File: src/rtl/config_pkg.sv
// Shared datapath widths plus the MAC transmit serializer types.
package config_pkg;

  localparam int DW = 32;

  typedef logic [DW-1:0]   data_t;
  typedef logic [2*DW-1:0] w_data_t;

  typedef enum logic [1:0] {
    IDLE,
    SEND_LO,
    SEND_HI
  } ser_state_e;

  localparam int MAC_FIFO_DEPTH = 2;

endpackage

File: src/rtl/result_fifo.sv
// Synchronous FIFO of wide MAC results; pointers carry an extra wrap bit.
module result_fifo
  import config_pkg::*;
#(
  parameter int DEPTH = MAC_FIFO_DEPTH
) (
  input  logic                       clk,
  input  logic                       arst_ni,
  input  logic                       push,
  input  w_data_t                    push_data,
  input  logic                       pop,
  output w_data_t                    head,
  output logic [$clog2(DEPTH):0]     count,
  output logic                       empty,
  output logic                       full
);

  localparam int AW = $clog2(DEPTH);

  logic [AW:0] wr_ptr;
  logic [AW:0] rd_ptr;
  w_data_t     mem [DEPTH];

  // Writes and reads are gated so a stray push or pop can never corrupt the pointers.
  always_ff @(posedge clk or negedge arst_ni) begin
    if (!arst_ni) begin
      wr_ptr <= '0;
      rd_ptr <= '0;
    end else begin
      if (push && !full)  wr_ptr <= wr_ptr + 1'b1;
      if (pop  && !empty) rd_ptr <= rd_ptr + 1'b1;
    end
  end

  always_ff @(posedge clk) begin
    if (push && !full) mem[wr_ptr[AW-1:0]] <= push_data;
  end

  assign head  = mem[rd_ptr[AW-1:0]];
  assign count = wr_ptr - rd_ptr;
  assign empty = (wr_ptr == rd_ptr);
  assign full  = (wr_ptr[AW] != rd_ptr[AW]) && (wr_ptr[AW-1:0] == rd_ptr[AW-1:0]);

endmodule

File: src/rtl/mac_transmit.sv
// Two-stage a*b+c MAC feeding a result FIFO, serialized as low/high words on a valid/ready stream.
module mac_transmit
  import config_pkg::*;
#(
  parameter int FIFO_DEPTH = MAC_FIFO_DEPTH
) (
  input  logic    clk,
  input  logic    arst_ni,
  input  data_t   operand_a_i,
  input  data_t   operand_b_i,
  input  w_data_t operand_c_i,
  input  logic    operation_valid_i,
  output data_t   wr_data_o,
  output logic    wr_data_valid_o,
  input  logic    wr_data_ready_i,
  output logic    busy_o,
  output logic    overflow_o
);

  localparam int AW = $clog2(FIFO_DEPTH);

  function automatic w_data_t mac_sum(w_data_t prod, w_data_t addend);
    return prod + addend;
  endfunction

  logic            vld_p1;
  w_data_t         prod_p1;
  w_data_t         c_p1;
  w_data_t         sum_p2;
  logic            accept;
  logic [AW+1:0]   occ;
  w_data_t         fifo_head;
  logic [AW:0]     fifo_count;
  logic            fifo_empty;
  logic            fifo_full;
  logic            pop;
  ser_state_e      state_q;
  ser_state_e      state_d;

  // Occupancy counts the result still in S1 so a push can never find the FIFO full.
  assign occ    = {1'b0, fifo_count} + {{(AW+1){1'b0}}, vld_p1};
  assign accept = operation_valid_i & ~fifo_full & (occ < (AW+2)'(FIFO_DEPTH));

  // S1: register exact product and addend
  always_ff @(posedge clk or negedge arst_ni) begin
    if (!arst_ni) begin
      vld_p1     <= 1'b0;
      overflow_o <= 1'b0;
      state_q    <= IDLE;
    end else begin
      vld_p1  <= accept;
      state_q <= state_d;
      if (operation_valid_i && !accept) overflow_o <= 1'b1;
    end
  end

  always_ff @(posedge clk) begin
    if (accept) begin
      prod_p1 <= w_data_t'(operand_a_i) * w_data_t'(operand_b_i);
      c_p1    <= operand_c_i;
    end
  end

  // S2: sum (carry-out dropped) pushed straight into the FIFO
  assign sum_p2 = mac_sum(prod_p1, c_p1);

  result_fifo #(
    .DEPTH(FIFO_DEPTH)
  ) u_result_fifo (
    .clk      (clk),
    .arst_ni  (arst_ni),
    .push     (vld_p1),
    .push_data(sum_p2),
    .pop      (pop),
    .head     (fifo_head),
    .count    (fifo_count),
    .empty    (fifo_empty),
    .full     (fifo_full)
  );

  // Leaving IDLE on the push itself lets the low word appear the cycle the entry lands.
  always_comb begin
    state_d         = state_q;
    wr_data_valid_o = 1'b0;
    wr_data_o       = '0;
    pop             = 1'b0;
    unique case (state_q)
      IDLE: begin
        if (!fifo_empty || vld_p1) state_d = SEND_LO;
      end
      SEND_LO: begin
        wr_data_valid_o = 1'b1;
        wr_data_o       = fifo_head[DW-1:0];
        if (wr_data_ready_i) state_d = SEND_HI;
      end
      SEND_HI: begin
        wr_data_valid_o = 1'b1;
        wr_data_o       = fifo_head[2*DW-1:DW];
        if (wr_data_ready_i) begin
          pop     = 1'b1;
          state_d = (fifo_count > (AW+1)'(1) || vld_p1) ? SEND_LO : IDLE;
        end
      end
      default: state_d = IDLE;
    endcase
  end

  assign busy_o = vld_p1 | ~fifo_empty | (state_q != IDLE);

endmodule

File: config.mk
export PLATFORM = sky130hd
export DESIGN_NAME = mac_transmit
export DESIGN_NICKNAME = d
export VERILOG_FILES = /design/src/rtl/config_pkg.sv /design/src/rtl/result_fifo.sv /design/src/rtl/mac_transmit.sv
export SDC_FILE = /design/constraint.sdc
export NUM_CORES = 2
export LEC_CHECK = 0
export CAP_MARGIN = 10
export CORE_MARGIN = 4
export CORE_UTILIZATION = 65
export CTS_CLUSTER_SIZE = 40
export DETAILED_ROUTE_END_ITERATION = 12
export PLACE_DENSITY = 0.84
export SLEW_MARGIN = 15
export SYNTH_ARGS = -nofsm -noshare
export SYNTH_HDL_FRONTEND = slang
export SYNTH_SLANG_ARGS = --single-unit
File: constraint.sdc
create_clock -name clk -period 12.3 [get_ports clk]
set_input_delay 3.69 -clock clk [delete_from_list [all_inputs] [get_ports clk]]
set_output_delay 3.69 -clock clk [all_outputs]
set_load 0.02 [all_outputs]
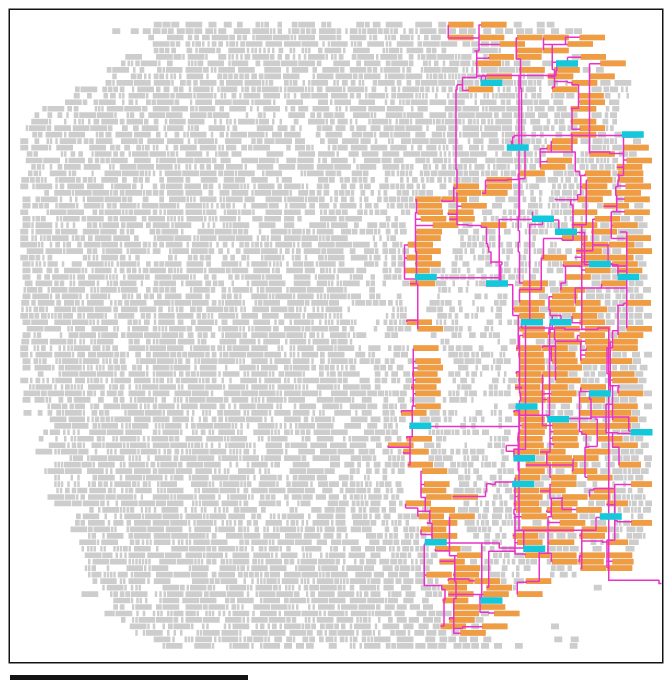
(clock wires, drivers and flops)
Scale bar: 100 um.
Magenta is clock wires, length 3170 um. Cyan is clock-net drivers, count 23. Orange is flip-flops, count 264.
There are 24 routed clock nets.

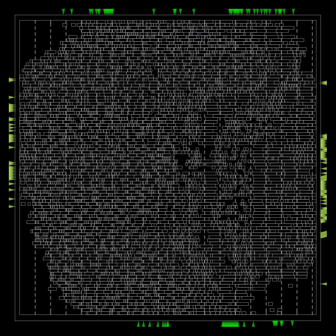
(cell placement)
flip-flop and latch count: 264
Well Taps: 940

==> notes.md <==
Physical implementation status

The flow ran to the end, and the final reports show no timing, DRC or antenna violations. The most used flip-flop cell after synthesis is sky130_fd_sc_hd__edfxtp_1. The multi-input combinational cell area stands at 0.03388 mm2.

During synthesis, Yosys emitted a total of 0 warnings. The floorplan die height stands at 274.1 um. The initial core utilization stands at about two thirds. The first global-routing pass estimated approximately 190000 um of wire. The total overflow left after global routing is 0. The register fraction of the total cell area stands at 15.90%.

Clock-pin slew was measured on the worst setup and hold paths at 70 ps. The clock reaches the later pin of the worst-skew pair after 530 ps. The area fraction in and, or, nand and nor cells after synthesis stands at 15.22%.

In this run the worst setup path begins at operand_b_i[6]. The total routing usage reported by global routing stands at 31.29%. The root buffer cell chosen for the clock tree is sky130_fd_sc_hd__clkbuf_16. The routed layout has around 33000 vias. The clock distribution area overhead in the final layout stands at about 1.6%. STA classifies the critical path endpoint as a register. The area fraction of the dominant cell type after synthesis stands at between 30% and 40%. The most common cell in the synthesized netlist is sky130_fd_sc_hd__fa_1.
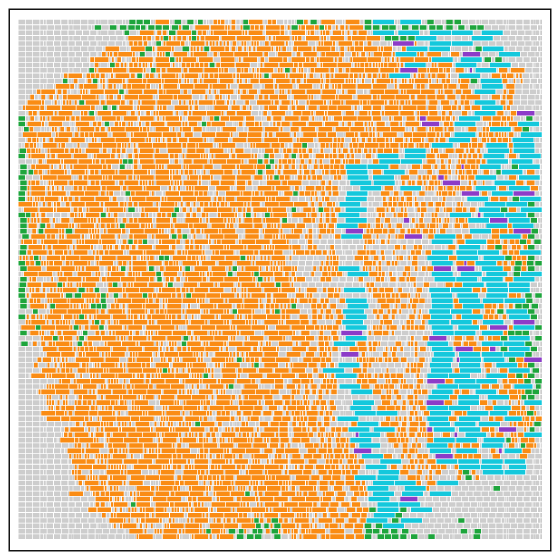
(cell classes on the final placement)
Fill, decap, tap and diode cells in grey.
Orange is remaining logic cells, cells 4111. Purple is clock drivers and dummy loads, cells 40. Cyan is registers, cells 264. Green is remaining buffers and delay cells, cells 292.

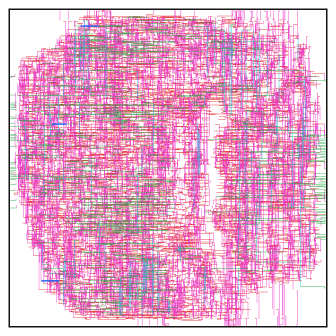
(signal wires by layer)
Blue is M5, wire length 38.6 um. Cyan is M4, wire length 3320 um. Red is M1, wire length 45.4 mm. Magenta is M2, wire length 54.5 mm. Green is M3, wire length 10800 um.

